--- config.mk ---
export PLATFORM = sky130hd
export DESIGN_NAME = imem_inst_loader_flat
export DESIGN_NICKNAME = d
export VERILOG_FILES = /design/src/rtl/imem_inst_loader_pkg.sv /design/src/rtl/imem_inst_loader_if.sv /design/src/rtl/imem_inst_loader_inst_pack.sv /design/src/rtl/imem_inst_loader.sv /design/src/flat_wrapper.sv
export SDC_FILE = /design/constraint.sdc
export NUM_CORES = 1
export LEC_CHECK = 0
export ABC_AREA = 1
export CORE_MARGIN = 4
export CORE_UTILIZATION = 43
export DETAILED_ROUTE_END_ITERATION = 8
export PLACE_DENSITY = 0.86
export RECOVER_POWER = 25
export SYNTH_ARGS = -nofsm -noshare
export SYNTH_HDL_FRONTEND = slang
export SYNTH_SLANG_ARGS = --single-unit
export TNS_END_PERCENT = 100
--- constraint.sdc ---
create_clock -name clk -period 5.1 [get_ports clk]
set_clock_uncertainty 0.2 [all_clocks]
set_input_delay 1.02 -clock clk [delete_from_list [all_inputs] [get_ports clk]]
set_output_delay 1.02 -clock clk [all_outputs]
set_load 0.1 [all_outputs]
--- src/rtl/imem_inst_loader_pkg.sv ---
// Shared constants and FSM encoding for the instruction-memory loader.
// Format select matches the decode side: 0 = I-type, 1 = S-type.
package imem_loader_pkg;

    localparam logic       FMT_I    = 1'b0;
    localparam logic       FMT_S    = 1'b1;
    localparam logic [6:0] OP_IMM   = 7'h13;
    localparam logic [6:0] OP_LOAD  = 7'h03;
    localparam logic [6:0] OP_STORE = 7'h23;

    typedef enum logic [2:0] {
        ST_IDLE,
        ST_ACCEPT,
        ST_WRITE,
        ST_VERIFY,
        ST_DONE
    } state_t;

endpackage

--- src/rtl/imem_inst_loader_if.sv ---
// Request, control/status and memory write-port bundle for the loader.
// master = boot controller / memory side, slave = the loader.
interface imem_inst_loader_if #(
    parameter int ADDR_W = 6
);
    logic              start;
    logic              finish;
    logic              req_valid;
    logic              req_ready;
    logic              fmt;
    logic [6:0]        opcode;
    logic [2:0]        funct3;
    logic [4:0]        rd;
    logic [4:0]        rs1;
    logic [4:0]        rs2;
    logic [31:0]       imm;
    logic              mem_we;
    logic [ADDR_W-1:0] mem_addr;
    logic [31:0]       mem_wdata;
    logic [31:0]       mem_rdata;
    logic [ADDR_W:0]   count;
    logic              busy;
    logic              full;
    logic              err;

    modport master (
        output start, finish, req_valid, fmt, opcode, funct3, rd, rs1, rs2, imm, mem_rdata,
        input  req_ready, mem_we, mem_addr, mem_wdata, count, busy, full, err
    );

    modport slave (
        input  start, finish, req_valid, fmt, opcode, funct3, rd, rs1, rs2, imm, mem_rdata,
        output req_ready, mem_we, mem_addr, mem_wdata, count, busy, full, err
    );
endinterface

--- src/rtl/imem_inst_loader_inst_pack.sv ---
// Combinational RV32 I/S-type packer; inverse of the decode immediate extraction.
// o_imm_ok flags immediates that survive truncation to signed 12 bits.
module inst_pack
    import imem_loader_pkg::*;
(
    input  logic        i_fmt,
    input  logic [6:0]  i_opcode,
    input  logic [2:0]  i_funct3,
    input  logic [4:0]  i_rd,
    input  logic [4:0]  i_rs1,
    input  logic [4:0]  i_rs2,
    input  logic [31:0] i_imm,
    output logic [31:0] o_word,
    output logic        o_imm_ok
);

    always_comb begin
        o_word = {i_imm[11:0], i_rs1, i_funct3, i_rd, i_opcode};
        if (i_fmt == FMT_S) begin
            o_word = {i_imm[11:5], i_rs2, i_rs1, i_funct3, i_imm[4:0], i_opcode};
        end
    end

    // Bits 31..11 must all be copies of the 12-bit sign bit.
    assign o_imm_ok = (&i_imm[31:11]) | ~(|i_imm[31:11]);

endmodule

--- src/rtl/imem_inst_loader.sv ---
// Encodes I/S-type requests and writes them to consecutive imem words; one word per 2 cycles.
// Handshake on edge N, mem_we high during cycle N+1; req_ready drops while writing and once full.
// IMEM_LOADER_READBACK_EN adds a VERIFY cycle comparing mem_rdata against the written word.
module imem_inst_loader
    import imem_loader_pkg::*;
#(
    parameter int DEPTH     = 64,
    parameter int ADDR_W    = 6,
    parameter int BASE_ADDR = 0
) (
    input logic               clk,
    input logic               reset,
    imem_inst_loader_if.slave bus
);

    localparam logic [ADDR_W:0]   DEPTH_C = (ADDR_W+1)'(DEPTH);
    localparam logic [ADDR_W-1:0] BASE_C  = ADDR_W'(BASE_ADDR);

    state_t            r_state;
    logic [ADDR_W-1:0] r_addr;
    logic [ADDR_W:0]   r_count;
    logic [31:0]       r_word;
    logic              r_err;
    logic              r_busy;
    logic              r_ready;
    logic              r_we;
    logic              r_full;
    logic              r_fin;

    logic [31:0]       w_word;
    logic              w_imm_ok;
    logic              w_hs;
    logic [ADDR_W:0]   w_cnt_nxt;
    logic              w_last;
    logic              w_close;

    inst_pack u_pack (
        .i_fmt    (bus.fmt),
        .i_opcode (bus.opcode),
        .i_funct3 (bus.funct3),
        .i_rd     (bus.rd),
        .i_rs1    (bus.rs1),
        .i_rs2    (bus.rs2),
        .i_imm    (bus.imm),
        .o_word   (w_word),
        .o_imm_ok (w_imm_ok)
    );

    assign w_hs      = bus.req_valid && r_ready;
    assign w_cnt_nxt = r_count + (ADDR_W+1)'(1);
    assign w_last    = (w_cnt_nxt == DEPTH_C);
    // A finish seen at the handshake or during the write closes the session after the word lands.
    assign w_close   = w_last || r_fin || bus.finish;

    always_ff @(posedge clk) begin
        if (reset) begin
            r_state <= ST_IDLE;
            r_addr  <= BASE_C;
            r_count <= '0;
            r_word  <= '0;
            r_err   <= 1'b0;
            r_busy  <= 1'b0;
            r_ready <= 1'b0;
            r_we    <= 1'b0;
            r_full  <= 1'b0;
            r_fin   <= 1'b0;
        end else begin
            r_we <= 1'b0;
            case (r_state)
                ST_IDLE, ST_DONE: begin
                    if (bus.start) begin
                        r_count <= '0;
                        r_addr  <= BASE_C;
                        r_err   <= 1'b0;
                        r_full  <= 1'b0;
                        r_busy  <= 1'b1;
                        r_ready <= 1'b1;
                        r_state <= ST_ACCEPT;
                    end
                end
                ST_ACCEPT: begin
                    if (w_hs && w_imm_ok) begin
                        r_word  <= w_word;
                        r_fin   <= bus.finish;
                        r_we    <= 1'b1;
                        r_ready <= 1'b0;
                        r_state <= ST_WRITE;
                    end else if (bus.finish) begin
                        r_busy  <= 1'b0;
                        r_ready <= 1'b0;
                        r_state <= ST_DONE;
                    end
                    if (w_hs && !w_imm_ok) begin
                        r_err <= 1'b1;
                    end
                end
`ifdef IMEM_LOADER_READBACK_EN
                ST_WRITE: begin
                    r_fin   <= r_fin | bus.finish;
                    r_state <= ST_VERIFY;
                end
                ST_VERIFY: begin
                    if (bus.mem_rdata != r_word) begin
                        r_err <= 1'b1;
                    end
`else
                ST_WRITE: begin
`endif
                    r_addr  <= r_addr + ADDR_W'(1);
                    r_count <= w_cnt_nxt;
                    if (w_close) begin
                        r_full  <= w_last;
                        r_busy  <= 1'b0;
                        r_state <= ST_DONE;
                    end else begin
                        r_ready <= 1'b1;
                        r_state <= ST_ACCEPT;
                    end
                end
                default: r_state <= ST_IDLE;
            endcase
        end
    end

    assign bus.req_ready = r_ready;
    assign bus.mem_we    = r_we;
    assign bus.mem_addr  = (r_we || r_state == ST_VERIFY) ? r_addr : '0;
    assign bus.mem_wdata = r_we ? r_word : '0;
    assign bus.count     = r_count;
    assign bus.busy      = r_busy;
    assign bus.full      = r_full;
    assign bus.err       = r_err;

endmodule

--- src/flat_wrapper.sv ---
// flat-port wrapper written by rule: the top's interface ports become plain ports
module imem_inst_loader_flat import imem_loader_pkg::*;
#(
    parameter int DEPTH     = 64,
    parameter int ADDR_W    = 6,
    parameter int BASE_ADDR = 0
)
  (clk, reset, bus_start, bus_finish, bus_req_valid, bus_fmt, bus_opcode, bus_funct3, bus_rd, bus_rs1, bus_rs2, bus_imm, bus_mem_rdata, bus_req_ready, bus_mem_we, bus_mem_addr, bus_mem_wdata, bus_count, bus_busy, bus_full, bus_err);
  imem_inst_loader_if #(.ADDR_W(ADDR_W)) bus_i ();
  input logic clk;
  input logic reset;
  input wire logic [$bits(bus_i.start)-1:0] bus_start;
  input wire logic [$bits(bus_i.finish)-1:0] bus_finish;
  input wire logic [$bits(bus_i.req_valid)-1:0] bus_req_valid;
  input wire logic [$bits(bus_i.fmt)-1:0] bus_fmt;
  input wire logic [$bits(bus_i.opcode)-1:0] bus_opcode;
  input wire logic [$bits(bus_i.funct3)-1:0] bus_funct3;
  input wire logic [$bits(bus_i.rd)-1:0] bus_rd;
  input wire logic [$bits(bus_i.rs1)-1:0] bus_rs1;
  input wire logic [$bits(bus_i.rs2)-1:0] bus_rs2;
  input wire logic [$bits(bus_i.imm)-1:0] bus_imm;
  input wire logic [$bits(bus_i.mem_rdata)-1:0] bus_mem_rdata;
  output wire logic [$bits(bus_i.req_ready)-1:0] bus_req_ready;
  output wire logic [$bits(bus_i.mem_we)-1:0] bus_mem_we;
  output wire logic [$bits(bus_i.mem_addr)-1:0] bus_mem_addr;
  output wire logic [$bits(bus_i.mem_wdata)-1:0] bus_mem_wdata;
  output wire logic [$bits(bus_i.count)-1:0] bus_count;
  output wire logic [$bits(bus_i.busy)-1:0] bus_busy;
  output wire logic [$bits(bus_i.full)-1:0] bus_full;
  output wire logic [$bits(bus_i.err)-1:0] bus_err;
  assign bus_i.start = bus_start;
  assign bus_i.finish = bus_finish;
  assign bus_i.req_valid = bus_req_valid;
  assign bus_i.fmt = bus_fmt;
  assign bus_i.opcode = bus_opcode;
  assign bus_i.funct3 = bus_funct3;
  assign bus_i.rd = bus_rd;
  assign bus_i.rs1 = bus_rs1;
  assign bus_i.rs2 = bus_rs2;
  assign bus_i.imm = bus_imm;
  assign bus_i.mem_rdata = bus_mem_rdata;
  assign bus_req_ready = bus_i.req_ready;
  assign bus_mem_we = bus_i.mem_we;
  assign bus_mem_addr = bus_i.mem_addr;
  assign bus_mem_wdata = bus_i.mem_wdata;
  assign bus_count = bus_i.count;
  assign bus_busy = bus_i.busy;
  assign bus_full = bus_i.full;
  assign bus_err = bus_i.err;
  imem_inst_loader #(.DEPTH(DEPTH), .ADDR_W(ADDR_W), .BASE_ADDR(BASE_ADDR)) u_core (.clk(clk), .reset(reset), .bus(bus_i));
endmodule
==> images/met1.png <==
The bar under the picture is 20 µm long. Supply wires on this layer in grey.
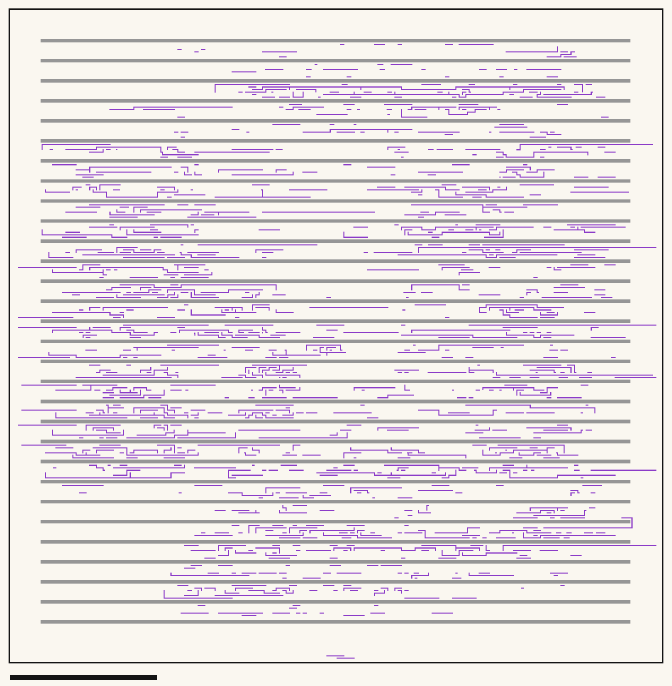
main direction: horizontal
longest straight run: 32.2 µm
wire length on this layer: 3,020 µm
routed vias: 2,885
Routed WL: 7.20 mm
M1 GR Usage: 21.3%

==> images/met2.png <==
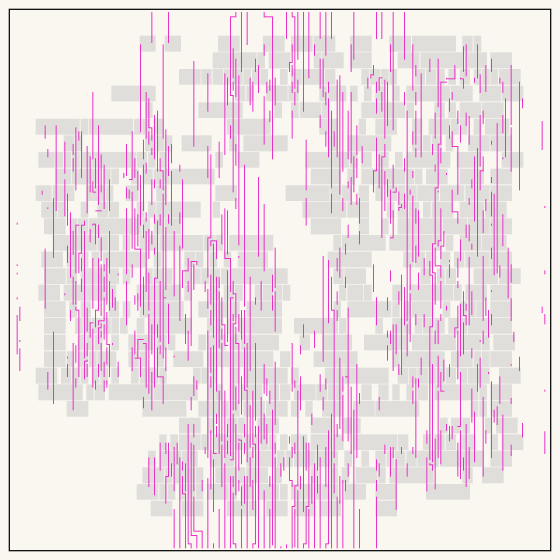
longest straight run: 34.3 µm
main direction: vertical
share of all routed wire: 50%
nets with wire on the layer: 476
met2 GRT Util: 33.8%

==> images/met3.png <==
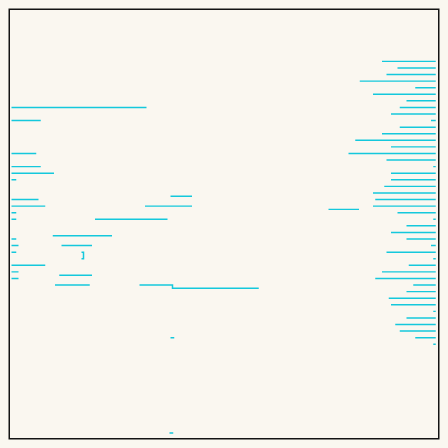
share of all routed wire: 7.1%
wire length on this layer: 512 µm
longest straight run: 27.6 µm
nets with wire on the layer: 69
main direction: horizontal
grt met3 use: 4.38%

==> impl_metrics.tcl <==
# collected from the flow reports
set metrics [dict create \
    synth-area-yosys_um2 2790 \
    nets 622 \
    period_used_pct 78.5 \
    hold_buffers 0 \
    drive_gt1_share_pct 4.95 \
    vdd_drop_max_mv 0.126 \
    worst_hold_path_type "flip-flop to flip-flop" \
    synth-warning-count 0 \
    grt_pass1_vias 2648 \
    fp_util_pct 44.1 \
    status "finished, final reports clean" \
    io_pins 145 \
    slowest_stage "clkdlybuf4s50_1" \
    top_area_cell "dfxtp_1" \
    critPathMaxStageDelay_ns 1.15 \
    portBuffers 112 \
    cts_tree "built" \
    clock-root-buffer "clkbuf_8" \
    drtIter0Drc 73 \
    drc_errors 0 \
    intPower_uw 641 \
    fp_nets 521 \
    cts_buffer_depth 2 \
    synth.most_common_cell "inv_1" \
    cp.arrival_ns 2.78 \
    r2r_cells 7 \
    die-area_um2 7830 \
    final.setup.tns_ns 0 \
    pwr_density_cell_nw_per_um2 207 \
    whs_ns 0.248 \
    clock-sinks 54 \
    path_cells "buf_4, nand2_1, inv_1, clkdlybuf4s50_1" \
    post_cts_buffers 0 \
    antenna_found_initial 0 \
    synth_area_um2 2790 \
    top_area_share_pct 38.8 \
    max_freq_ghz 0.250 \
    rsz0062_at_grt "no" \
    hold_viol_final 0 \
    syn_inst 424 \
    worstHoldPathCells 2 \
    critPathKind "flip-flop to output pin" \
    finalWorstSetupSlack_ns 1.10 \
    grt-ovfl-total 0 \
    area_growth_pct 43.8 \
    post_drt_via_cell_ratio 4.79 \
    cap_violations 0 \
    postPlaceCellArea_um2 3900 \
    syn_avg_cell_area_um2 6.57 \
    ys_cells 424 \
    yosys-top-cells-area "dfxtp_1 (39%), inv_1 (12%), nand2_1 (12%), a21oi_1 (8.6%), o21ai_0 (7.0%)" \
    netSwitchingPower_uw 188 \
    numCtsBuffers 5 \
    gp_congestion 0.807 \
    slew_headroom_pct 32.4 \
    end_kind "output pin" \
    fin_crit_ns 4.00 \
    die_x_um 88.5 \
    path_clk_slew_ns 0.10 \
    tightest_slew_ns 1.01 \
    grt_max_degree 69 \
    cts_resized 0 \
    setup_viol 0 \
]
==> images/final_congestion.png <==
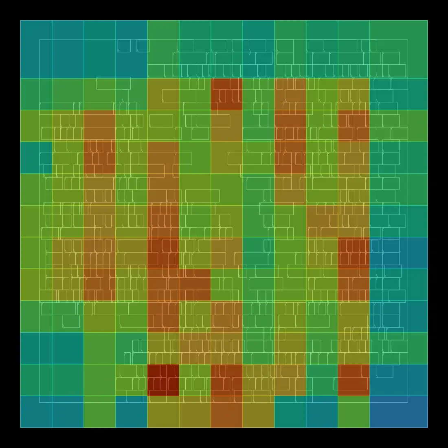
Layout Utilization: 63.5%
Avg WL per Cell: 12.0 µm
GRT Overall Usage: 18.2%
GR peak layer: met2

==> images/cell_classes.png <==
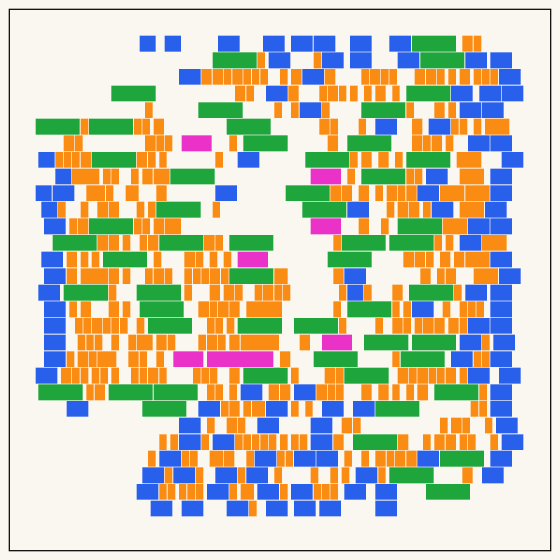
[orange] all other logic | cells: 351 | share of their area: 41%
[magenta] clock drivers and dummy loads | cells: 7 | share of their area: 2.9%
[blue] other buffers and delay cells | cells: 113 | share of their area: 28%
[green] flip-flops | cells: 54 | share of their area: 28%
Placeable Area: 6310 µm²
Seq/total area: 27.0%
Finished Cell Area: 4010 µm²

[layout by cell type, fill, tap and decap left out]
cell type / count
a211oi_1: 2
a21oi_1: 48
a221oi_1: 1
a31oi_1: 1
buf_4: 7
bufinv_16: 1
clkbuf_8: 6
clkdlybuf4s50_1: 96
dfxtp_1: 54
dlygate4sd3_1: 10
ha_1: 2
inv_1: 91
mux2_2: 10
nand2_1: 91
nand3_1: 16
nand3_4: 1
nand3b_1: 1
nand4_1: 2
nor2_1: 39
nor3_1: 2
nor3_4: 1
nor4_1: 1
o21ai_0: 39
o21ai_1: 1
or2_1: 1
xnor2_1: 1
[power groups by stage]
stage | Combinational, µW | Clock, µW | Sequential (µW)
detailed placement | 114 | 0 | 437
finish | 113 | 289 | 427
global placement | 112 | 0 | 437
floorplan | 39.2 | 0 | 451
global route | 122 | 313 | 428
CTS | 115 | 296 | 427
[worst register-to-register path, cell delays in order, from the launching register on]
cell and delay (ns):
dfxtp_1 0.36, inv_1 0.08, nor3_4 0.48, nor2_1 0.35, inv_1 0.19, nand2_1 0.07
a21oi_1 0.12, nor2_1 0.05
[state kept, by name, summed over array words and instances (netlist names)]
name and count:
u_core.r_word 32, u_core.bus.count 7, u_core.r_addr 6, u_core.r_state 3
u_core.bus.busy 1, u_core.bus.err 1, u_core.bus.full 1, u_core.bus.mem_we 1
u_core.bus.req_ready 1, u_core.r_fin 1
[stage by stage]
step	utilization, %	power (µW)	std cells
final	63.5	830	602
after detailed placement	61.8	551	595
after global routing	63.5	864	602
after global placement	61.8	549	595
after CTS	63.6	838	602
after floorplan	-	490	424
[worst paths after layout]
path                                       start  slack (ns)                              to
setup reg to reg  u_core.r_state[1]$_SDFFE_PP0P_        3.05    u_core.bus.full$_SDFFE_PP0P_
setup / recovery    u_core.bus.mem_we$_SDFF_PP0_        1.10               bus_mem_wdata[31]
hold reg to reg   u_core.r_word[30]$_SDFFE_PP0P_        0.25  u_core.r_word[30]$_SDFFE_PP0P_
hold / removal    u_core.r_word[30]$_SDFFE_PP0P_        0.25  u_core.r_word[30]$_SDFFE_PP0P_
[layout make-up]
type	instances	area, µm²
Clock buffer	6	82.6
Clock inverter	1	30.0
Fill cell	568	2310
Inverter	91	342
Multi-Input combinational cell	260	1260
Sequential cell	54	1080
Tap cell	77	96.3
Timing Repair Buffer	113	1110
[cells by family after synthesis]
kind of cell / synth area share, %
buffers and inverters: 15.6
multiplexers: 4.04
flip-flops: 38.8
AND-OR/OR-AND: 16.9
XOR/XNOR: 0.315
adder cells (fa/ha/maj): 0.898
AND/OR/NAND/NOR: 23.4
[layer usage]
layer  GRT usage (%)  routed length (µm)  vias up
li1                -                   -     1508
met1            21.3                3020     1291
met2            33.8                3630       82
met3            4.38                 511        4
met4            3.71                  40        0
met5               0                   0        -
Power and IR drop assume default switching activity.
